$ cat src/rtl/player_motion_if.sv
// Bus between the player motion block and the map/game logic.
// The master side (map) supplies the frame tick, keys, collisions and the
// current position. The slave side (player_motion) returns the new position,
// vertical speed, player state and a one-cycle update strobe.
interface player_motion_if #(
  parameter int X_W  = 10,
  parameter int Y_W  = 9,
  parameter int VY_W = 9
);
  logic                   frame_tick;
  logic [3:0]             key;
  logic [3:0]             collision;
  logic [X_W-1:0]         current_x;
  logic [Y_W-1:0]         current_y;
  logic [X_W-1:0]         x_out;
  logic [Y_W-1:0]         y_out;
  logic signed [VY_W-1:0] vy;
  logic [2:0]             player_state;
  logic                   upd_valid;

  modport master (
    output frame_tick, key, collision, current_x, current_y,
    input  x_out, y_out, vy, player_state, upd_valid
  );

  modport slave (
    input  frame_tick, key, collision, current_x, current_y,
    output x_out, y_out, vy, player_state, upd_valid
  );
endinterface

$ cat src/rtl/player_motion.sv
// Per-frame player motion: horizontal walking with wall stops, and a
// GROUND/RISE/FALL jump FSM with divided gravity and a terminal fall speed.
// Everything advances only on clock edges where frame_tick is high.
// Optional feature: define PLAYER_JUMP_BUFFER_EN to compile in a jump
// buffer that remembers a w press made shortly before landing.
module player_motion #(
  parameter int X_W      = 10,
  parameter int Y_W      = 9,
  parameter int VY_W     = 9,
  parameter int H_STEP   = 1,
  parameter int JUMP_V   = 6,
  parameter int MAX_FALL = 8,
  parameter int GRAV_DIV = 2,
  parameter int X_MAX    = 639,
  parameter int Y_MAX    = 479
) (
  input logic            clk,
  input logic            rst_n,
  player_motion_if.slave bus
);

  typedef enum logic [1:0] {
    ST_GROUND = 2'd0,
    ST_RISE   = 2'd1,
    ST_FALL   = 2'd2
  } state_t;

  localparam int XE = X_W + 1;
  localparam int SW = ((Y_W > VY_W) ? Y_W : VY_W) + 2;
  localparam int CW = (GRAV_DIV > 1) ? $clog2(GRAV_DIV) : 1;

  localparam logic signed [VY_W-1:0] VY_ZERO  = {VY_W{1'b0}};
  localparam logic signed [VY_W-1:0] VY_ONE   = VY_W'(1);
  localparam logic signed [VY_W-1:0] VY_NEG1  = {VY_W{1'b1}};
  localparam logic signed [VY_W-1:0] VY_JUMP  = VY_W'(JUMP_V);
  localparam logic signed [VY_W-1:0] VY_FLOOR = VY_W'(-MAX_FALL);
  localparam logic [CW-1:0]          CNT_ZERO = {CW{1'b0}};
  localparam logic [CW-1:0]          CNT_ONE  = CW'(1);
  localparam logic [CW-1:0]          CNT_LAST = CW'(GRAV_DIV - 1);
  localparam logic [X_W-1:0]         X_STEP   = X_W'(H_STEP);
  localparam logic [XE-1:0]          X_STEP_E = XE'(H_STEP);
  localparam logic [XE-1:0]          X_MAX_E  = XE'(X_MAX);
  localparam logic signed [SW-1:0]   Y_MAX_S  = SW'(Y_MAX);
  localparam logic signed [SW-1:0]   Y_ZERO_S = {SW{1'b0}};

  state_t                 r_state;
  state_t                 w_state_n;
  logic signed [VY_W-1:0] r_vy;
  logic signed [VY_W-1:0] w_vy_n;
  logic signed [VY_W-1:0] w_vy_dec;
  logic [CW-1:0]          r_cnt;
  logic [CW-1:0]          w_cnt_n;
  logic [X_W-1:0]         r_x;
  logic [X_W-1:0]         w_x_n;
  logic [XE-1:0]          w_x_inc;
  logic [Y_W-1:0]         r_y;
  logic [Y_W-1:0]         w_y_n;
  logic signed [SW-1:0]   w_y_wide;
  logic [2:0]             r_pstate;
  logic                   w_face_n;
  logic                   r_upd;
  logic                   w_key_w;
  logic                   w_key_a;
  logic                   w_key_d;
  logic                   w_grav_due;
  logic                   w_land;
  logic                   w_unused;

  assign w_key_w    = bus.key[0];
  assign w_key_a    = bus.key[1];
  assign w_key_d    = bus.key[3];
  assign w_unused   = bus.key[2];
  assign w_vy_dec   = r_vy - VY_ONE;
  assign w_grav_due = (r_cnt == CNT_LAST);
  // Landing wins over an up collision, also when both hit during a rise.
  assign w_land     = bus.collision[0] &&
                      ((r_state == ST_FALL) || ((r_state == ST_RISE) && bus.collision[1]));

`ifdef PLAYER_JUMP_BUFFER_EN
  logic [1:0] r_jbuf;
  logic       r_w_prev;

  // Jump buffer: arm on a fresh w press while airborne, age once per frame.
  always_ff @(posedge clk or negedge rst_n) begin
    if (!rst_n) begin
      r_jbuf   <= 2'd0;
      r_w_prev <= 1'b0;
    end else if (bus.frame_tick) begin
      r_w_prev <= w_key_w;
      if (w_land) begin
        r_jbuf <= 2'd0;
      end else if (w_key_w && !r_w_prev && (r_state != ST_GROUND)) begin
        r_jbuf <= 2'd3;
      end else if (r_jbuf != 2'd0) begin
        r_jbuf <= r_jbuf - 2'd1;
      end else begin
        r_jbuf <= r_jbuf;
      end
    end
  end
`endif

  // Jump FSM next state, vertical speed and gravity frame counter.
  always_comb begin
    w_state_n = r_state;
    w_vy_n    = r_vy;
    w_cnt_n   = r_cnt;
    if (w_land) begin
      w_cnt_n = CNT_ZERO;
`ifdef PLAYER_JUMP_BUFFER_EN
      if (r_jbuf != 2'd0) begin
        w_state_n = ST_RISE;
        w_vy_n    = VY_JUMP;
      end else begin
        w_state_n = ST_GROUND;
        w_vy_n    = VY_ZERO;
      end
`else
      w_state_n = ST_GROUND;
      w_vy_n    = VY_ZERO;
`endif
    end else begin
      case (r_state)
        ST_GROUND: begin
          w_cnt_n = CNT_ZERO;
          if (w_key_w) begin
            w_state_n = ST_RISE;
            w_vy_n    = VY_JUMP;
          end else if (!bus.collision[0]) begin
            w_state_n = ST_FALL;
            w_vy_n    = VY_ZERO;
          end else begin
            w_state_n = ST_GROUND;
            w_vy_n    = VY_ZERO;
          end
        end
        ST_RISE: begin
          if (bus.collision[1]) begin
            w_state_n = ST_FALL;
            w_vy_n    = VY_NEG1;
            w_cnt_n   = CNT_ZERO;
          end else if (w_grav_due) begin
            w_cnt_n = CNT_ZERO;
            w_vy_n  = w_vy_dec;
            if (w_vy_dec <= VY_ZERO) begin
              w_state_n = ST_FALL;
            end else begin
              w_state_n = ST_RISE;
            end
          end else begin
            w_cnt_n = r_cnt + CNT_ONE;
          end
        end
        ST_FALL: begin
          if (w_grav_due) begin
            w_cnt_n = CNT_ZERO;
            if (r_vy <= VY_FLOOR) begin
              w_vy_n = VY_FLOOR;
            end else begin
              w_vy_n = w_vy_dec;
            end
          end else begin
            w_cnt_n = r_cnt + CNT_ONE;
          end
        end
        default: begin
          w_state_n = ST_FALL;
          w_vy_n    = VY_ZERO;
          w_cnt_n   = CNT_ZERO;
        end
      endcase
    end
  end

  // Horizontal position and facing; a overrides d.
  always_comb begin
    w_x_n    = bus.current_x;
    w_face_n = r_pstate[0];
    w_x_inc  = {1'b0, bus.current_x} + X_STEP_E;
    if (w_key_a) begin
      w_face_n = 1'b0;
      if (bus.collision[3]) begin
        w_x_n = bus.current_x;
      end else if (bus.current_x >= X_STEP) begin
        w_x_n = bus.current_x - X_STEP;
      end else begin
        w_x_n = {X_W{1'b0}};
      end
    end else if (w_key_d) begin
      w_face_n = 1'b1;
      if (bus.collision[2]) begin
        w_x_n = bus.current_x;
      end else if (w_x_inc > X_MAX_E) begin
        w_x_n = X_MAX_E[X_W-1:0];
      end else begin
        w_x_n = w_x_inc[X_W-1:0];
      end
    end else begin
      w_x_n = bus.current_x;
    end
  end

  // Vertical position from the new speed, clamped to the screen.
  always_comb begin
    w_y_wide = $signed({{(SW-Y_W){1'b0}}, bus.current_y}) -
               $signed({{(SW-VY_W){w_vy_n[VY_W-1]}}, w_vy_n});
    if (w_y_wide < Y_ZERO_S) begin
      w_y_n = {Y_W{1'b0}};
    end else if (w_y_wide > Y_MAX_S) begin
      w_y_n = Y_MAX_S[Y_W-1:0];
    end else begin
      w_y_n = w_y_wide[Y_W-1:0];
    end
  end

  // Frame-rate state and output registers; the strobe follows every tick.
  always_ff @(posedge clk or negedge rst_n) begin
    if (!rst_n) begin
      r_state  <= ST_FALL;
      r_vy     <= VY_ZERO;
      r_cnt    <= CNT_ZERO;
      r_x      <= {X_W{1'b0}};
      r_y      <= {Y_W{1'b0}};
      r_pstate <= 3'b010;
      r_upd    <= 1'b0;
    end else begin
      r_upd <= bus.frame_tick;
      if (bus.frame_tick) begin
        r_state  <= w_state_n;
        r_vy     <= w_vy_n;
        r_cnt    <= w_cnt_n;
        r_x      <= w_x_n;
        r_y      <= w_y_n;
        r_pstate <= {(w_key_a | w_key_d), (w_state_n != ST_GROUND), w_face_n};
      end
    end
  end

  assign bus.x_out        = r_x;
  assign bus.y_out        = r_y;
  assign bus.vy           = r_vy;
  assign bus.player_state = r_pstate;
  assign bus.upd_valid    = r_upd;

endmodule

$ cat src/flat_wrapper.sv
// flat-port wrapper written by rule: the top's interface ports become plain ports
module player_motion_flat 
#(
  parameter int X_W      = 10,
  parameter int Y_W      = 9,
  parameter int VY_W     = 9,
  parameter int H_STEP   = 1,
  parameter int JUMP_V   = 6,
  parameter int MAX_FALL = 8,
  parameter int GRAV_DIV = 2,
  parameter int X_MAX    = 639,
  parameter int Y_MAX    = 479
)
  (clk, rst_n, bus_frame_tick, bus_key, bus_collision, bus_current_x, bus_current_y, bus_x_out, bus_y_out, bus_vy, bus_player_state, bus_upd_valid);
  player_motion_if #(.X_W(X_W), .Y_W(Y_W), .VY_W(VY_W)) bus_i ();
  input logic clk;
  input logic rst_n;
  input wire logic [$bits(bus_i.frame_tick)-1:0] bus_frame_tick;
  input wire logic [$bits(bus_i.key)-1:0] bus_key;
  input wire logic [$bits(bus_i.collision)-1:0] bus_collision;
  input wire logic [$bits(bus_i.current_x)-1:0] bus_current_x;
  input wire logic [$bits(bus_i.current_y)-1:0] bus_current_y;
  output wire logic [$bits(bus_i.x_out)-1:0] bus_x_out;
  output wire logic [$bits(bus_i.y_out)-1:0] bus_y_out;
  output wire logic [$bits(bus_i.vy)-1:0] bus_vy;
  output wire logic [$bits(bus_i.player_state)-1:0] bus_player_state;
  output wire logic [$bits(bus_i.upd_valid)-1:0] bus_upd_valid;
  assign bus_i.frame_tick = bus_frame_tick;
  assign bus_i.key = bus_key;
  assign bus_i.collision = bus_collision;
  assign bus_i.current_x = bus_current_x;
  assign bus_i.current_y = bus_current_y;
  assign bus_x_out = bus_i.x_out;
  assign bus_y_out = bus_i.y_out;
  assign bus_vy = bus_i.vy;
  assign bus_player_state = bus_i.player_state;
  assign bus_upd_valid = bus_i.upd_valid;
  player_motion #(.X_W(X_W), .Y_W(Y_W), .VY_W(VY_W), .H_STEP(H_STEP), .JUMP_V(JUMP_V), .MAX_FALL(MAX_FALL), .GRAV_DIV(GRAV_DIV), .X_MAX(X_MAX), .Y_MAX(Y_MAX)) u_core (.clk(clk), .rst_n(rst_n), .bus(bus_i));
endmodule
$ cat config.mk
export PLATFORM = sky130hd
export DESIGN_NAME = player_motion_flat
export DESIGN_NICKNAME = d
export VERILOG_FILES = /design/src/rtl/player_motion_if.sv /design/src/rtl/player_motion.sv /design/src/flat_wrapper.sv
export SDC_FILE = /design/constraint.sdc
export NUM_CORES = 1
export LEC_CHECK = 0
export CORE_MARGIN = 2
export CORE_UTILIZATION = 45
export CTS_CLUSTER_DIAMETER = 150
export DETAILED_ROUTE_END_ITERATION = 10
export PLACE_DENSITY = 0.71
export SYNTH_ARGS = -nofsm -noshare
export SYNTH_HDL_FRONTEND = slang
export SYNTH_SLANG_ARGS = --single-unit
$ cat constraint.sdc
create_clock -name clk -period 4.6 [get_ports clk]
set_input_delay 0.92 -clock clk [delete_from_list [all_inputs] [get_ports clk]]
set_output_delay 0.92 -clock clk [all_outputs]
set_load 0.005 [all_outputs]
==> images/power_grid.png <==
Bar = 20 microns. Pins as bars on the die edge.
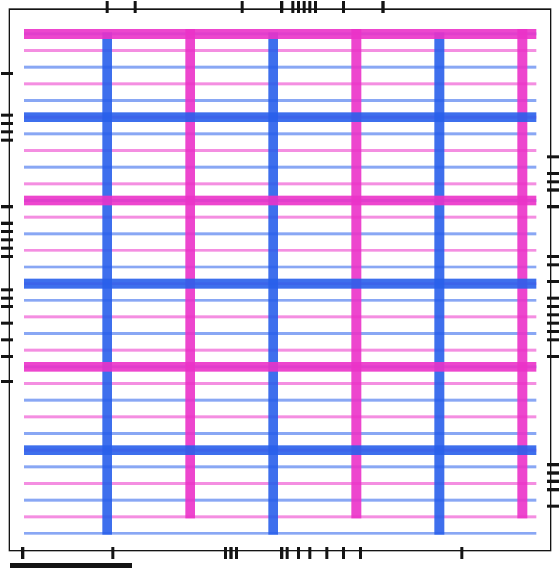
VSS -> blue
VDD -> magenta
met4 straps = 6
signal pins = 62
met5 straps = 6

==> images/placement_by_type.png <==
Bar = 20 microns.
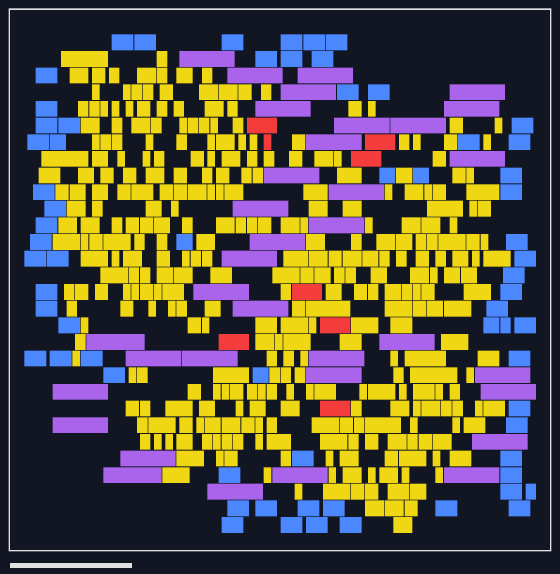
combinational and other logic -> yellow  # cells 328
remaining buffers and delay cells -> blue  # cells 66
clock drivers and dummy loads -> red  # cells 8
sequential cells -> purple  # cells 35

==> cell usage after synthesis, types with 2 or more instances <==
cell	n	share of area
nor2_1	24	0.028
or3_1	3	0.0059
dfstp_2	2	0.016
xor2_1	7	0.019
nor2b_1	10	0.020
a31oi_1	6	0.012
mux2_2	2	0.0071
and4_1	2	0.0055
o21ai_0	32	0.050
nand2b_1	10	0.020
a21o_1	4	0.0094
o211ai_1	3	0.0071
mux2i_1	9	0.028
nor4b_1	2	0.0055
nand3_1	17	0.027
o221ai_1	6	0.016
nor4_1	9	0.018
inv_1	31	0.036
a21oi_1	18	0.028
o21ai_1	2	0.0031
nor3_1	8	0.013
or3b_1	2	0.0055
ha_1	21	0.082
a211oi_1	6	0.014
o31a_1	2	0.0055
o22ai_1	7	0.014
clkbuf_1	12	0.014
buf_2	4	0.0063
o31ai_1	3	0.0071
nand2_1	23	0.027
nand4_1	4	0.0078
o311ai_0	2	0.0055
o21a_1	3	0.0071
dfrtp_1	33	0.26
xnor2_1	14	0.038
==> kinds of logic (layout without fill, tap and decap cells) <==
group	after synthesis	after routing	synth area share
xor+xnor	22	22	0.0627
flops	35	35	0.275
compound gates	110	110	0.236
mux	12	12	0.0400
fa+ha+maj	22	22	0.0886
buf+inv	51	106	0.0654
simple gates	130	130	0.232
==> layout make-up <==
type	instances	area share
clock buffer	8	0.0253
inverter	32	0.0303
multi-input combinational	296	0.532
sequential	35	0.222
tap	96	0.0303
timing repair buffer	66	0.161
==> power breakdown <==
part	switching, mW	internal (mW)
Sequential	0.123	0.418
Clock	0.110	0.137
Combinational	0.629	0.618
Total	0.862	1.17
==> summary.txt <==
yosys + openroad results -> uppermost layer routed=met4, met3 WL=408 microns, CP max FO=6, logic area=0.00211 sq mm, hpwl dp=5800 microns, largest net degree at the start of global routing=50, total power draw=2.03 mW, max-cap violations=0, Met1 Wirelength=3600 microns, Setup Buffers After CTS=0, fin area=0.00396 sq mm, Clock Path Buffers=2, CP endpoint kind=register, Worst slew margin=0.473, vias=3006, Peak Freq=0.234 GHz, outcome=completed, Seq share, synth=0.275, DP Cell Count=525, syn avg cell area=8.36 sq um, Finish-stage setup viols=0, Starting DRT DRC Count=147, async set or reset register ratio after synthesis=1.00, Final Util=0.580, ANT nets after route=0, IO Port Bufs=60, I/O Pins=62, hold depth=2, total CTS buffers=5, pwr/cell area=514 mW/mm^2, Tmin final=4270 ps, Final Max-Slew Violation Tally=0, Syn Std Cell Area=0.00319 sq mm, GR peak layer=met2, unrepaired setup endpoints after global routing=false, first-pass GRT wire length=12900 microns, FF-to-FF path depth=17, Sink Count=35
Power is estimated from default activity; no workload was simulated.
